--- src/rtl/softreg_arbiter.sv ---
// Round-robin arbiter sharing one MIDAS soft-register channel among NUM_REQ requesters.
// Requests are registered into a one-entry slot; read tags are kept in order to route responses.
module softreg_arbiter #(
    parameter int NUM_REQ         = 2,
    parameter int ADDR_W          = 32,
    parameter int DATA_W          = 64,
    parameter int MAX_OUTSTANDING = 4
) (
    input  logic                        clk,
    input  logic                        rst_n,
    input  logic [NUM_REQ-1:0]          req_valid,
    output logic [NUM_REQ-1:0]          req_ready,
    input  logic [NUM_REQ-1:0]          req_wr,
    input  logic [NUM_REQ*ADDR_W-1:0]   req_addr,
    input  logic [NUM_REQ*DATA_W-1:0]   req_wdata,
    output logic [NUM_REQ-1:0]          resp_valid,
    output logic [DATA_W-1:0]           resp_rdata,
    input  logic                        io_softreg_req_ready,
    output logic                        io_softreg_req_valid,
    output logic [ADDR_W-1:0]           io_softreg_req_bits_addr,
    output logic [DATA_W-1:0]           io_softreg_req_bits_wdata,
    output logic                        io_softreg_req_bits_wr,
    output logic                        io_softreg_resp_ready,
    input  logic                        io_softreg_resp_valid,
    input  logic [DATA_W-1:0]           io_softreg_resp_bits_rdata,
    output logic                        err_unexpected_resp
);

    localparam int ID_W  = (NUM_REQ > 1) ? $clog2(NUM_REQ) : 1;
    localparam int PTR_W = $clog2(MAX_OUTSTANDING);
    localparam int CNT_W = PTR_W + 1;

    logic [ID_W-1:0]    rr_ptr_r;
    logic [ID_W-1:0]    win_id_s;
    logic               win_found_s;
    logic [NUM_REQ-1:0] eligible_s;
    logic               load_en_s;
    logic               grant_s;
    logic               read_grant_s;
    logic               resp_hs_s;
    logic [ID_W-1:0]    head_id_s;

    logic               slot_valid_r;
    logic               slot_wr_r;
    logic [ADDR_W-1:0]  slot_addr_r;
    logic [DATA_W-1:0]  slot_wdata_r;

    logic [ID_W-1:0]    tag_mem_r [MAX_OUTSTANDING];
    logic [PTR_W-1:0]   tag_wptr_r;
    logic [PTR_W-1:0]   tag_rptr_r;
    logic [CNT_W-1:0]   out_cnt_r;
    logic               err_r;

    // A read counts against the limit from the moment it is granted into the slot.
    always_comb begin
        eligible_s = '0;
        for (int i = 0; i < NUM_REQ; i++) begin
            eligible_s[i] = req_valid[i] & (req_wr[i] | (out_cnt_r < CNT_W'(MAX_OUTSTANDING)));
        end
    end

    // Round-robin search: first eligible requester at or after the pointer.
    always_comb begin
        logic [ID_W-1:0] idx_s;
        logic            hit_s;
        idx_s       = '0;
        hit_s       = 1'b0;
        win_id_s    = '0;
        win_found_s = 1'b0;
        for (int k = 0; k < NUM_REQ; k++) begin
            idx_s       = ID_W'((int'(rr_ptr_r) + k) % NUM_REQ);
            hit_s       = !win_found_s && eligible_s[idx_s];
            win_id_s    = hit_s ? idx_s : win_id_s;
            win_found_s = win_found_s | hit_s;
        end
    end

    assign load_en_s    = !slot_valid_r || io_softreg_req_ready;
    assign grant_s      = load_en_s && win_found_s;
    assign read_grant_s = grant_s && !req_wr[win_id_s];
    assign resp_hs_s    = io_softreg_resp_valid && (out_cnt_r != CNT_W'(0));
    assign head_id_s    = tag_mem_r[tag_rptr_r];

    // Grant strobe and response routing to the requester at the head of the tag FIFO.
    always_comb begin
        req_ready             = '0;
        req_ready[win_id_s]   = grant_s;
        resp_valid            = '0;
        resp_valid[head_id_s] = resp_hs_s;
        resp_rdata            = resp_hs_s ? io_softreg_resp_bits_rdata : '0;
    end

    assign io_softreg_resp_ready     = (out_cnt_r != CNT_W'(0));
    assign io_softreg_req_valid      = slot_valid_r;
    assign io_softreg_req_bits_addr  = slot_addr_r;
    assign io_softreg_req_bits_wdata = slot_wdata_r;
    assign io_softreg_req_bits_wr    = slot_wr_r;
    assign err_unexpected_resp       = err_r;

    // Output slot and round-robin pointer; fields only change when the slot reloads.
    always_ff @(posedge clk or negedge rst_n) begin
        if (!rst_n) begin
            slot_valid_r <= 1'b0;
            slot_wr_r    <= 1'b0;
            slot_addr_r  <= '0;
            slot_wdata_r <= '0;
            rr_ptr_r     <= '0;
        end else if (grant_s) begin
            slot_valid_r <= 1'b1;
            slot_wr_r    <= req_wr[win_id_s];
            slot_addr_r  <= req_addr[int'(win_id_s)*ADDR_W +: ADDR_W];
            slot_wdata_r <= req_wdata[int'(win_id_s)*DATA_W +: DATA_W];
            rr_ptr_r     <= (win_id_s == ID_W'(NUM_REQ - 1)) ? '0 : win_id_s + 1'b1;
        end else if (io_softreg_req_ready) begin
            slot_valid_r <= 1'b0;
        end
    end

    // Tag FIFO and outstanding-read count; the count doubles as FIFO occupancy.
    always_ff @(posedge clk or negedge rst_n) begin
        if (!rst_n) begin
            for (int i = 0; i < MAX_OUTSTANDING; i++) begin
                tag_mem_r[i] <= '0;
            end
            tag_wptr_r <= '0;
            tag_rptr_r <= '0;
            out_cnt_r  <= '0;
        end else begin
            if (read_grant_s) begin
                tag_mem_r[tag_wptr_r] <= win_id_s;
                tag_wptr_r            <= tag_wptr_r + 1'b1;
            end
            if (resp_hs_s) begin
                tag_rptr_r <= tag_rptr_r + 1'b1;
            end
            case ({read_grant_s, resp_hs_s})
                2'b10:   out_cnt_r <= out_cnt_r + CNT_W'(1);
                2'b01:   out_cnt_r <= out_cnt_r - CNT_W'(1);
                default: out_cnt_r <= out_cnt_r;
            endcase
        end
    end

    // Sticky flag for a response arriving with no read outstanding.
    always_ff @(posedge clk or negedge rst_n) begin
        if (!rst_n) begin
            err_r <= 1'b0;
        end else if (io_softreg_resp_valid && (out_cnt_r == CNT_W'(0))) begin
            err_r <= 1'b1;
        end
    end

endmodule

--- config.mk ---
export PLATFORM = sky130hd
export DESIGN_NAME = softreg_arbiter
export DESIGN_NICKNAME = d
export VERILOG_FILES = /design/src/rtl/softreg_arbiter.sv
export SDC_FILE = /design/constraint.sdc
export NUM_CORES = 1
export LEC_CHECK = 0
export ABC_AREA = 1
export CORE_AREA = 2 2 169 171
export DETAILED_ROUTE_END_ITERATION = 8
export DIE_AREA = 0 0 171 173
export HOLD_SLACK_MARGIN = 0.08
export MAX_ROUTING_LAYER = met4
export SYNTH_ARGS = -nofsm -noshare
export SYNTH_HDL_FRONTEND = slang
export SYNTH_SLANG_ARGS = --single-unit
--- constraint.sdc ---
create_clock -name clk -period 2.3 [get_ports clk]
set_input_delay 0.23 -clock clk [delete_from_list [all_inputs] [get_ports clk]]
set_output_delay 0.23 -clock clk [all_outputs]
set_load 0.005 [all_outputs]
wires.png
Drawn at 2 px/um.
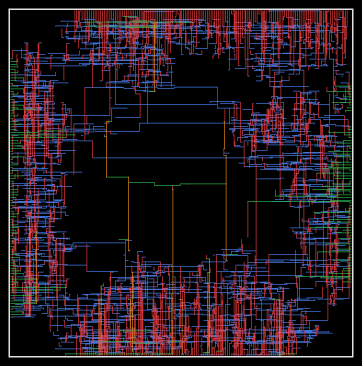
metal 1: in blue, wire length 9910 um. metal 4: in orange, wire length 593 um. metal 3: in green, wire length 1340 um. metal 2: in red, wire length 10700 um.
total wire length after detailed routing: 22.59 mm
Vias: 6180
detailed-route wire length per cell: 14.58 um
global router's overall resource usage: 0.1527

clk_routes.png
Drawn at 1.5 px/um.
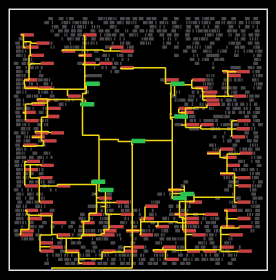
flip-flops: in red, count 111. clock drivers: in green, count 9. clock wires: in yellow, length 1760 um.
Position of the flops: widely spread. There are 10 routed clock nets.

layer_met4.png
Drawn at 2 px/um.
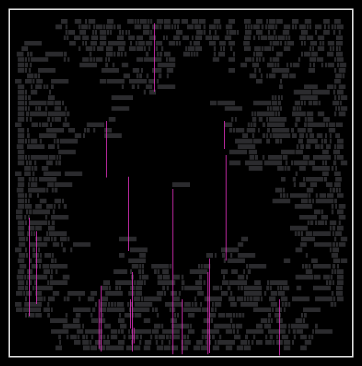
The longest straight run is 82.3 um. The wires run mostly vertical.

detail.png
Region (118, 33) to (138, 53) um. Cells in grey, sequential cells in the stronger grey; small squares are vias.
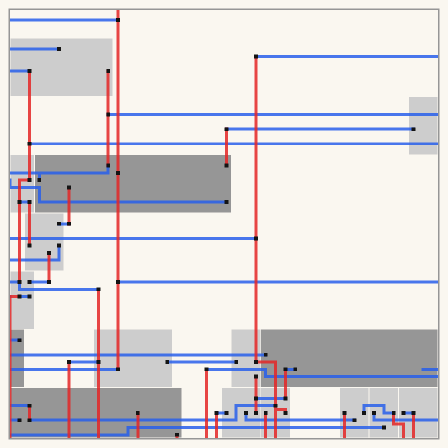
metal 1: in blue. metal 2: in red.
13 logic cells have their middle in the window. Sequential cells in the window: 3. Most frequent: nand2_1 (6), dfrtp_1 (3), nand3_1 (2). Netlist names of flops here include io_softreg_req_bits_addr (3).

congestion.png
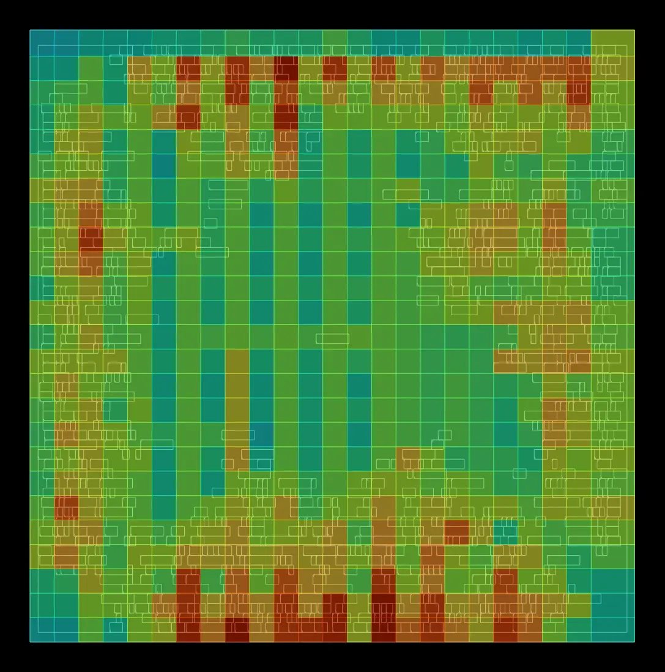
Final Core Density: 0.3857
met2 demand-to-capacity share in global routing: 0.2500
met3 Resource Use GR: 0.02747

==> notes.org <==
* Flow results

** Route
- The post-route report lists met1 wire length as 9.905 mm.
- Per the detail_route log, the uppermost layer with routed signals is met4.
- The violation tally recorded at the end of detailed-routing iteration 0 is 298.
- According to the report, the first pass of detailed routing completed in 6 iterations.
- Antenna-violating nets left :: 0
- Using the TritonRoute via totals, the vias-per-cell ratio works out to 3.990.
- Wire segments on met2 add up to 10.75 mm in the final route.

** GRT
- Leftover overflow at the end of global routing :: 0
- Number of antenna violations at the first check in global routing :: 0
- First-pass GRT wire length :: 34.53 mm
- Layer carrying the most global-route usage :: met2

** Layout
- Number of standard cells in the layout, taps in and fillers out :: 1549
- The area growth from synthesis to layout is 94.52%.
- The layout summary lists the proportion of cells stronger than drive strength 1 as 0.04014.
- After routing the design area is 0.01066 mm2.
- Ant. Diodes :: 0

** Final timing
- Time the worst path needs with I/O delays and setup :: 2134 ps
- Transition time at the pin with the least slew margin :: 496.8 ps
- Final Max Slew Viols :: 0
- The final timing report lists clock skew as 22.72 ps.

** Floorplanning
- Measured along the y axis, the die boundary spans 173 um.
- In this run the core area contains 61 standard-cell rows.
- Die x size :: 171 um
- Ports placed on the boundary :: 432

** Clocking
- H-tree lvl count :: 3
- In this run the deepest clock path goes through 2 buffers.
- Clk root buf :: sky130_fd_sc_hd__clkbuf_16
- TritonCTS reports the number of clock sinks as 111.
- Clock buffer count from CTS :: 9
- For reference, the clock transition at the flip-flops on the worst setup and hold paths is 90 ps.

** Synth
- Cell type with the largest total area :: sky130_fd_sc_hd__dfrtp_1
- Post-synth ARST share :: 1.000
- Counting flops and latches in the post-synthesis netlist gives 111.
- List of most frequent post-synthesis cells :: sky130_fd_sc_hd__nand2_1, sky130_fd_sc_hd__dfrtp_1, sky130_fd_sc_hd__nand3_1
- Average instance area after synthesis :: 7.402 um2
- Count of yosys warnings during synthesis :: 0
- Synth top cell by count :: sky130_fd_sc_hd__nand2_1
- Flip-flops with a built-in enable :: 0
- In the synthesized netlist the dominant register cell turns out to be sky130_fd_sc_hd__dfrtp_1.
- Summed standard-cell area reported by yosys :: 0.005478 mm2

** Critical path
- Crit path kind :: flop to output pin
- Critical-path maximum fanout :: 5
- STA lists the startpoint of the worst register-to-register path as out_cnt_r[2].
- The critical path contains buffers and inverters numbering 3 combined.
- Crit path largest cell delay :: 530 ps
- Cells along the critical path :: nand2_1 -> nand3_1 -> nand2_1 -> buf_4 -> inv_2 -> nor2_8 -> clkdlybuf4s50_1

** Placement
- The placed instances occupy a cell area of 0.01030 mm2.
- The placement report lists the number of port buffers as 431.

** Outcome
- Result of the run :: completed
-- cell usage in the layout, fill, tap and decap left out, types with 4 or more instances in the layout --
cell type	Yosys	routed
sky130_fd_sc_hd__nor2_1	72	71
sky130_fd_sc_hd__nand4_1	4	4
sky130_fd_sc_hd__clkbuf_16	0	10
sky130_fd_sc_hd__buf_4	2	15
sky130_fd_sc_hd__ha_1	5	5
sky130_fd_sc_hd__inv_1	77	76
sky130_fd_sc_hd__clkdlybuf4s50_1	0	430
sky130_fd_sc_hd__nand2_1	307	306
sky130_fd_sc_hd__dfrtp_1	111	111
sky130_fd_sc_hd__o21ai_0	4	4
sky130_fd_sc_hd__nand3_1	104	103
sky130_fd_sc_hd__buf_12	0	6
-- final cells by class --
cell class / count / area, um2
multi-input combinational: 512 / 2218
timing repair buffer: 453 / 4572
inverter: 79 / 299.0
tap: 378 / 473.0
fill: 2891 / 16970
sequential: 111 / 2778
clock inverter: 6 / 86.33
clock buffer: 10 / 229.0
-- worst max-delay path by stage --
stage,start,to
CTS,out_cnt_r[2],req_ready[1]
detailed placement,req_wr[0],tag_wptr_r[1]
floorplan,out_cnt_r[2],out_cnt_r[2]
global route,out_cnt_r[0],resp_rdata[54]
global placement,req_wr[0],tag_wptr_r[1]
finish,out_cnt_r[2],req_ready[0]
-- repair_timing --
action	4_1_cts	5_1_grt
endpoints found under the hold margin	21	0
hold buffers	1	0
endpoints found under the setup margin	0	67
buffers inserted	0	0
gates resized	0	4
-- flip-flops by register name (all words and copies together) (netlist names) --
name / count
io_softreg_req_valid: 1
io_softreg_req_bits_addr: 32
err_unexpected_resp: 1
tag_wptr_r: 2
tag_mem_r: 4
io_softreg_req_bits_wdata: 64
out_cnt_r: 3
io_softreg_req_bits_wr: 1
tag_rptr_r: 2
rr_ptr_r: 1
-- worst register-to-register path, stage by stage, from the launching register on --
cell                       delay (ps)
sky130_fd_sc_hd__dfrtp_1          410
sky130_fd_sc_hd__a21boi_1         190
sky130_fd_sc_hd__nand3_1          140
sky130_fd_sc_hd__nand3_1          130
sky130_fd_sc_hd__ha_1             150
sky130_fd_sc_hd__inv_1             50
sky130_fd_sc_hd__fa_1             380
sky130_fd_sc_hd__a21oi_1          140
sky130_fd_sc_hd__o21ai_0          120
sky130_fd_sc_hd__xor2_1           160
-- report_power, final --
group          total (uW)  leakage [uW]  switching [uW]  internal (uW)
Clock                1720      0.000154             838            880
Sequential           3390       0.00136             545           2850
Combinational        4860       0.00333            2030           2830
-- cells by family after synthesis --
group	share of synthesized area
flops	0.5071
simple gates	0.3662
fa+ha+maj	0.01508
buf+inv	0.08977
xor+xnor	0.006397
compound gates	0.01553
-- per-stage QoR --
| step | setup slack, ps | utilization | hold slack (ps) | power [uW] |
|---|---|---|---|---|
| 2_1_floorplan | 287.9 | - | -65.59 | 5101 |
| 3_3_place_gp | 7.547 | 0.3727 | 178.9 | 8268 |
| 3_5_place_dp | -36.54 | 0.3727 | 184.5 | 8300 |
| 4_1_cts | 13.12 | 0.3844 | 339.9 | 10110 |
| 5_1_grt | 45.86 | 0.3857 | 363.4 | 10710 |
| 6_report | 166.5 | 0.3857 | 330.8 | 9974 |
Power figures rest on the tool's default switching activity, not on a simulated workload.
